[src/rtl/uart_pkg.sv]
// Shared UART definitions for the receiver and transmitter.
// Holds the FSM state encodings, the legal baud-counter range and the bit-period derivation.
package uart_pkg;

    typedef enum logic [2:0] {
        RX_IDLE,
        RX_START_BIT,
        RX_DATA_BITS,
        RX_STOP_BIT,
        RX_WAIT_IDLE
    } rxState_t;

    typedef enum logic [1:0] {
        TX_IDLE,
        TX_START_BIT,
        TX_DATA_BITS,
        TX_STOP_BIT
    } txState_t;

    // The baud counter is 16 bits wide.
    // Below 8 clocks per bit the mid-point and majority window collapse into each other.
    localparam int unsigned TIMER_MIN = 8;
    localparam int unsigned TIMER_MAX = 65535;

    // Clocks per serial bit, truncated.
    function automatic int unsigned timerCount(input int unsigned sysClock,
                                               input int unsigned baudRate);
        return sysClock / baudRate;
    endfunction

    // Clocks from a bit edge to its mid-point.
    function automatic int unsigned halfCount(input int unsigned timer);
        return timer / 2;
    endfunction

endpackage

[src/rtl/uart_baud_timer.sv]
// Baud timer: 16-bit up-counter that marks the half-period and the full period.
// It wraps to zero on the full period, so consecutive full ticks are exactly one bit apart.
module uart_baud_timer
    import uart_pkg::*;
#(
    parameter int unsigned TIMER_COUNT = 434
)(
    input  logic clk,
    input  logic rst,
    input  logic enable,
    input  logic clear,
    output logic halfTick,
    output logic fullTick
);

    localparam logic [15:0] FULL_LAST = 16'(TIMER_COUNT - 1);
    localparam logic [15:0] HALF_LAST = 16'(halfCount(TIMER_COUNT) - 1);

    logic [15:0] count;
    logic        atFull;
    logic        atHalf;

    // Decode the terminal counts; ticks are only meaningful while counting.
    always_comb begin
        atFull   = (count == FULL_LAST);
        atHalf   = (count == HALF_LAST);
        fullTick = enable & atFull;
        halfTick = enable & atHalf;
    end

    // Count while enabled; clear restarts the period from zero.
    always_ff @(posedge clk) begin
        if (rst || clear) begin
            count <= '0;
        end else if (enable) begin
            count <= atFull ? '0 : count + 16'd1;
        end
    end

endmodule

[src/rtl/uart_rx.sv]
// UART receiver, 8N1, LSB first.
// The line is brought into the clock domain through a 2-flop synchronizer.
// A falling edge starts a frame. The start bit is re-checked at its mid-point.
// Data and stop bits are then sampled one bit period apart.
// Optional macro UART_RX_MAJORITY_EN: each sample becomes a 2-of-3 vote over mid-1/mid/mid+1.
// With the macro, decisions land one clock later.
module uart_rx
    import uart_pkg::*;
#(
    parameter int unsigned SYS_CLOCK     = 50000000,
    parameter int unsigned UART_BAUDRATE = 115200
)(
    input  logic       i_SysClock,
    input  logic       i_Reset,
    input  logic       i_RxSerial,
    output logic [7:0] o_RxByte,
    output logic       o_RxValid,
    output logic       o_FrameErr
);

    localparam int unsigned TIMER_COUNT = timerCount(SYS_CLOCK, UART_BAUDRATE);

    generate
        if (TIMER_COUNT < TIMER_MIN || TIMER_COUNT > TIMER_MAX) begin : g_badTimer
            $error("uart_rx: SYS_CLOCK/UART_BAUDRATE must lie in 8..65535");
        end
    endgenerate

    rxState_t   state;
    rxState_t   nextState;
    logic       rxSync_p0;
    logic       rxSync_p1;
    logic       rxHist_p2;
    logic [2:0] bitIdx;
    logic [7:0] shiftReg;
    logic       timerEn;
    logic       timerClear;
    logic       halfTick;
    logic       fullTick;
    logic       tickNow;
    logic       strobe;
    logic       sampleBit;
    logic       shiftEn;
    logic       loadByte;
    logic       frameErr;

    uart_baud_timer #(
        .TIMER_COUNT(TIMER_COUNT)
    ) baudTimer (
        .clk     (i_SysClock),
        .rst     (i_Reset),
        .enable  (timerEn),
        .clear   (timerClear),
        .halfTick(halfTick),
        .fullTick(fullTick)
    );

    // Synchronize the line and keep one more delayed copy for falling-edge detection.
    always_ff @(posedge i_SysClock) begin
        if (i_Reset) begin
            rxSync_p0 <= 1'b1;
            rxSync_p1 <= 1'b1;
            rxHist_p2 <= 1'b1;
        end else begin
            rxSync_p0 <= i_RxSerial;
            rxSync_p1 <= rxSync_p0;
            rxHist_p2 <= rxSync_p1;
        end
    end

    // The timer runs only inside a frame.
    // The start bit waits half a period; later bits wait full periods.
    always_comb begin
        timerEn = (state == RX_START_BIT) || (state == RX_DATA_BITS) || (state == RX_STOP_BIT);
        tickNow = (state == RX_START_BIT) ? halfTick : fullTick;
    end

`ifdef UART_RX_MAJORITY_EN
    logic rxHist_p3;
    logic tickDly;

    // Hold one more line sample, and delay the tick so the vote can include mid+1.
    always_ff @(posedge i_SysClock) begin
        if (i_Reset) begin
            rxHist_p3 <= 1'b1;
            tickDly   <= 1'b0;
        end else begin
            rxHist_p3 <= rxHist_p2;
            tickDly   <= tickNow;
        end
    end

    // Vote over the line at mid-1, mid and mid+1, and decide one clock after the mid-point.
    always_comb begin
        strobe    = tickDly;
        sampleBit = (rxHist_p3 & rxHist_p2) | (rxHist_p3 & rxSync_p1) | (rxHist_p2 & rxSync_p1);
    end
`else
    // Take a single sample at the mid-point.
    always_comb begin
        strobe    = tickNow;
        sampleBit = rxSync_p1;
    end
`endif

    // State register.
    always_ff @(posedge i_SysClock) begin
        if (i_Reset) begin
            state <= RX_IDLE;
        end else begin
            state <= nextState;
        end
    end

    // Next-state logic and the per-cycle control strobes for the datapath.
    always_comb begin
        nextState  = state;
        timerClear = 1'b0;
        shiftEn    = 1'b0;
        loadByte   = 1'b0;
        frameErr   = 1'b0;
        unique case (state)
            RX_IDLE: begin
                if (rxHist_p2 && !rxSync_p1) begin
                    nextState  = RX_START_BIT;
                    timerClear = 1'b1;
                end
            end
            RX_START_BIT: begin
                // Re-zero at the start mid-point so each data sample lands a whole period later.
                timerClear = halfTick;
                if (strobe) begin
                    nextState = sampleBit ? RX_IDLE : RX_DATA_BITS;
                end
            end
            RX_DATA_BITS: begin
                if (strobe) begin
                    shiftEn = 1'b1;
                    if (bitIdx == 3'd7) begin
                        nextState = RX_STOP_BIT;
                    end
                end
            end
            RX_STOP_BIT: begin
                // Leave at the stop mid-point so a back-to-back start edge is still caught.
                if (strobe) begin
                    if (sampleBit) begin
                        loadByte  = 1'b1;
                        nextState = RX_IDLE;
                    end else begin
                        frameErr  = 1'b1;
                        nextState = RX_WAIT_IDLE;
                    end
                end
            end
            RX_WAIT_IDLE: begin
                if (rxSync_p1) begin
                    nextState = RX_IDLE;
                end
            end
            default: nextState = RX_IDLE;
        endcase
    end

    // Shift data in LSB first, publish the byte on a good stop, and pulse the flags.
    always_ff @(posedge i_SysClock) begin
        if (i_Reset) begin
            bitIdx     <= 3'd0;
            shiftReg   <= 8'h00;
            o_RxByte   <= 8'h00;
            o_RxValid  <= 1'b0;
            o_FrameErr <= 1'b0;
        end else begin
            o_RxValid  <= loadByte;
            o_FrameErr <= frameErr;
            if (shiftEn) begin
                shiftReg <= {sampleBit, shiftReg[7:1]};
                bitIdx   <= bitIdx + 3'd1;
            end
            if (loadByte) begin
                o_RxByte <= shiftReg;
            end
        end
    end

endmodule

[config.mk]
export PLATFORM = sky130hd
export DESIGN_NAME = uart_rx
export DESIGN_NICKNAME = d
export VERILOG_FILES = /design/src/rtl/uart_pkg.sv /design/src/rtl/uart_baud_timer.sv /design/src/rtl/uart_rx.sv
export SDC_FILE = /design/constraint.sdc
export NUM_CORES = 1
export LEC_CHECK = 0
export CAP_MARGIN = 20
export CELL_PAD_IN_SITES_DETAIL_PLACEMENT = 2
export CELL_PAD_IN_SITES_GLOBAL_PLACEMENT = 2
export CORE_MARGIN = 2
export CORE_UTILIZATION = 35
export DETAILED_ROUTE_END_ITERATION = 10
export GPL_ROUTABILITY_DRIVEN = 0
export PLACE_DENSITY_LB_ADDON = 0.1
export SETUP_SLACK_MARGIN = 0.1
export SLEW_MARGIN = 20
export SYNTH_ARGS = -nofsm -noshare
export SYNTH_HDL_FRONTEND = slang
export SYNTH_SLANG_ARGS = --single-unit
[constraint.sdc]
create_clock -name i_SysClock -period 2.5 [get_ports i_SysClock]
set_input_delay 0.375 -clock i_SysClock [delete_from_list [all_inputs] [get_ports i_SysClock]]
set_output_delay 0.375 -clock i_SysClock [all_outputs]
set_load 0.03 [all_outputs]
==> summary.txt, run 1 <==
flow finished, numbers: Vert. Die Dim=~80 um, number of synthesized register bits=~43, Clock Power Share=0.427, metal2 WL=2.52 mm, largest net degree at the start of global routing=22, Yosys Instances=240, DRC violations left=0, clock-cell share of area=0.0476, RSZ-0062 raised after global routing=no, Relative slew margins=0.650, RR Startpoint=baudTimer.count[12], r2r endpoint=bitIdx[0], Max Fclk=between 400 and 500 MHz, Layout area overhead=18.3%, Clock Sink Count=approximately 43, Hold Startpoint=rxSync_p0, Antenna diodes=0, Worst path slowest cell=or4_4, CP endpoint=bitIdx[0], fin nets=roughly 260, total of max-cap violations=0, first-pass GRT wire length=9.64 mm, run status=finished, final reports clean, Via density=between 5 and 6, worst hold slack=a little over 400 ps, Comb area=around 1100 um^2, Slowest Stage Delay on Critical Path=590 ps, Ports=13, # resized after CTS=0, tool warning count=28, Worst-Skew Late Latency=around 300 ps, Design Power=between 1 and 1.5 mW, DP HPWL=about 4.0 mm, Final Hold Viols=0, Hold Path Cell Cnt=1, clk slew on worst S/H paths=approximately 80 ps, Leakage Power=roughly 0.76 nW, metal3 WL=between 100 and 150 um, Non-Filler Instances=roughly 330, Post-CTS Setup Bufs=0, Synth Flop Type=dfxtp_1, worst hold path endpoint=rxSync_p1, FF-to-FF setup slack=280 ps, cts bufs inserted=5, Synth Instances=between 200 and 250, total iterations of the first detailed-routing run=4, share of layout cells above drive strength 1=0.113, setup ws final=between 200 and 300 ps, antenna violations before repair=0, # setup viols final=0
[run 1: flip-flops by register name, indices dropped and copies added, names as in the netlist]
signal,cells
baudTimer.count,16
state,3
o_FrameErr,1
rxSync_p0,1
bitIdx,3
rxSync_p1,1
o_RxValid,1
rxHist_p2,1
shiftReg,8
o_RxByte,8
[run 1: power by group through the flow]
stage	Clock (mW)	Combinational, mW	Sequential [mW]
detailed placement	0	0.0441	0.707
global placement	0	0.0431	0.707
floorplan	0	0.0268	0.706
global route	0.600	0.0495	0.692
finish	0.547	0.0444	0.691
CTS	0.568	0.0443	0.691
[run 1: kinds of logic after synthesis]
logic type	after synthesis	synth area share
compound gates	64	0.183
xor+xnor	8	0.0350
fa+ha+maj	5	0.0313
buf+inv	21	0.0413
flops	43	0.430
simple gates	99	0.279
==> run_1/m1.png <==
Cells faint in the background.
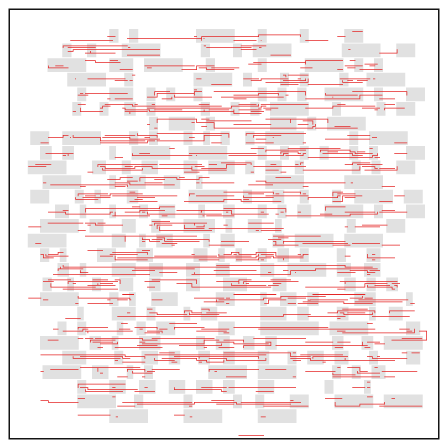
share of all routed wire: 52%
wire length on this layer: 2,920 um
grt met1 use: 0.280
Vias: 1,864
total wire length: 5.60 mm

==> run_1/m2.png <==
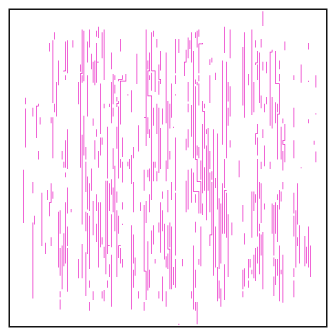
wire length on this layer: 2,520 um
nets with wire on the layer: 241
main direction: vertical
share of all routed wire: 45%

==> run_1/m3.png <==
Cells faint in the background.
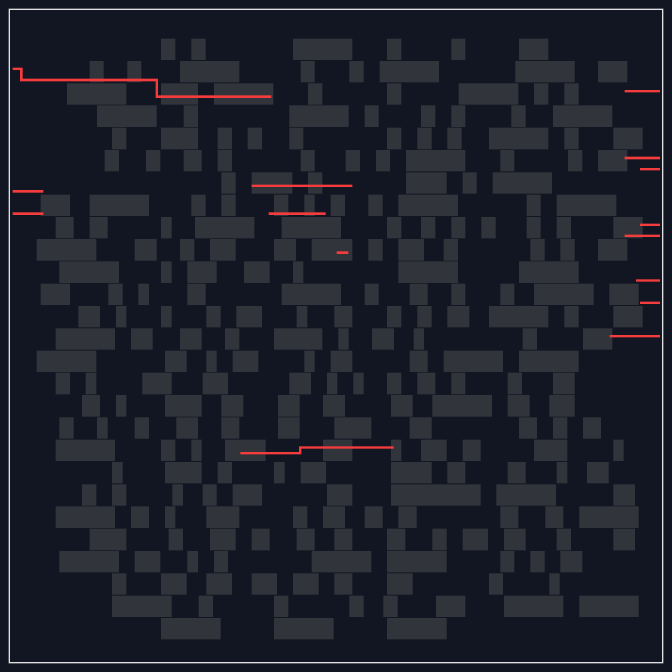
nets with wire on the layer: 12
wire length on this layer: 107 um
longest straight run: 16.6 um
main direction: horizontal
share of all routed wire: 1.9%

==> run_1/ff_map.png <==
Scale bar: 20 um. Other sequential cells in the stronger gray, the rest of the logic in the fainter gray.
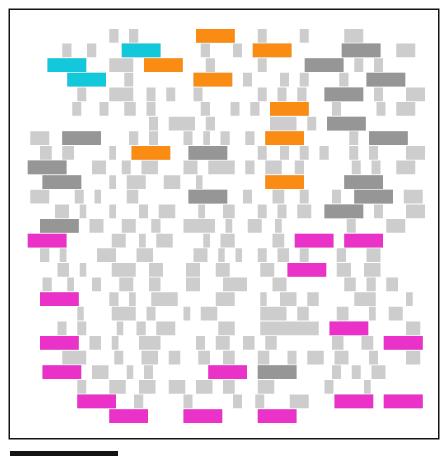
[`baudTimer.count`] magenta | placed flops: 16
[`bitIdx`] cyan | placed flops: 3
[`shiftReg`] orange | placed flops: 8 | where: top center
not colored: 16
final core utilization: 0.430
sequential share of cell area: 0.364
sequential cell area: 861 um^2
Sequential Power: 0.691 mW

==> run 1 -> run 2 <==
- CAP_MARGIN: 20 -> not set
==> run_2/m1.png <==
Cells faint in the background.
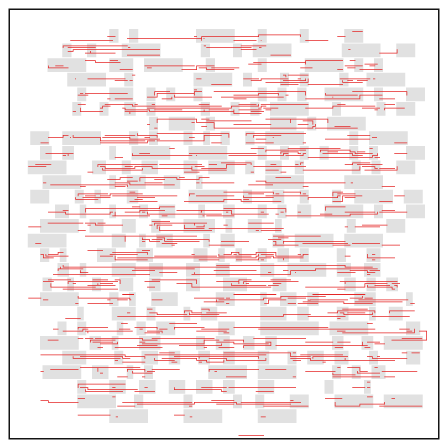
wire length on this layer: 2,920 um
share of all routed wire: 52%
main direction: horizontal
nets with wire on the layer: 240
longest straight run: 30.8 um

==> run 2 against run 1 <==
Effect of this change: sequential power hardly changed; clock skew is the same; via count is the same; die area stayed put; cell count is the same; synthesized area did not move; combinational power hardly changed; power stayed put; largest cell class unchanged; largest power group unchanged; highest routed layer unchanged.
==> summary.txt, run 2 <==
flow finished, numbers: run status=finished, final reports clean, fin nets=264, # resized after CTS=0, Clock Sink Count=43, cts bufs inserted=5, Simple-Gate Area Share=0.279, FF-to-FF setup slack=approximately 280 ps, Max Fclk=roughly 450 MHz, total of max-cap violations=0, Via density=~5.7, P_clk=approximately 0.55 mW, aoi share=0.183, Design Power=1.28 mW, MUX area fraction=0, Top pwr grp=sequential cells, r2r endpoint=bitIdx[0], Antenna diodes=0, Synth Flop Type=dfxtp_1, setup ws final=~280 ps, largest net degree at the start of global routing=22, total iterations of the first detailed-routing run=4, Layout area overhead=18.3%, clock-cell share of area=0.0476, sequential cell area=roughly 860 um^2, clk slew on worst S/H paths=around 80 ps, Largest logic family=simple AND/OR/NAND/NOR gates, Vias=~1.9k, Adder Share, Synth=0.0313, tool warning count=28, max reg flops=16, Worst-Skew Late Latency=300 ps, comb pwr=about 0.044 mW, xor/xnor share of the synthesized area=0.0350, worst hold slack=414 ps, Final Hold Viols=0, # setup viols final=0, Yosys Instances=around 240, Non-Filler Instances=329, RR Startpoint=baudTimer.count[12], Slowest Stage Delay on Critical Path=between 500 and 600 ps, Clock Power Share=0.427, DP HPWL=slightly above 4 mm, Most flops, register=baudTimer.count, metal3 WL=107 um, final core utilization=0.430, Ports=13, grt met1 use=0.280, metal2 WL=around 2.5 mm, Top Registers=baudTimer.count x16, o_RxByte x8, shiftReg x8, Hold Path Cell Cnt=1
run 2: cell counts in the layout (fill, tap and decap cells not counted):
No cell type changed its count.
run 2: kinds of logic after synthesis:
group           count (synthesis)
fa+ha+maj                       5
xor+xnor                        8
compound gates                 64
buf+inv                        21
simple gates                   99
flops                          43
run 2: how the worst min path moves through the flow:
stage | startpoint | end | slack [ps]
finish | rxSync_p0 | rxSync_p1 | 410
global placement | rxSync_p0 | rxSync_p1 | 390
CTS | rxSync_p0 | rxSync_p1 | 420
detailed placement | rxSync_p0 | rxSync_p1 | 400
floorplan | rxSync_p0 | rxSync_p1 | 390
global route | rxSync_p0 | rxSync_p1 | 430
Power is estimated from default activity; no workload was simulated.
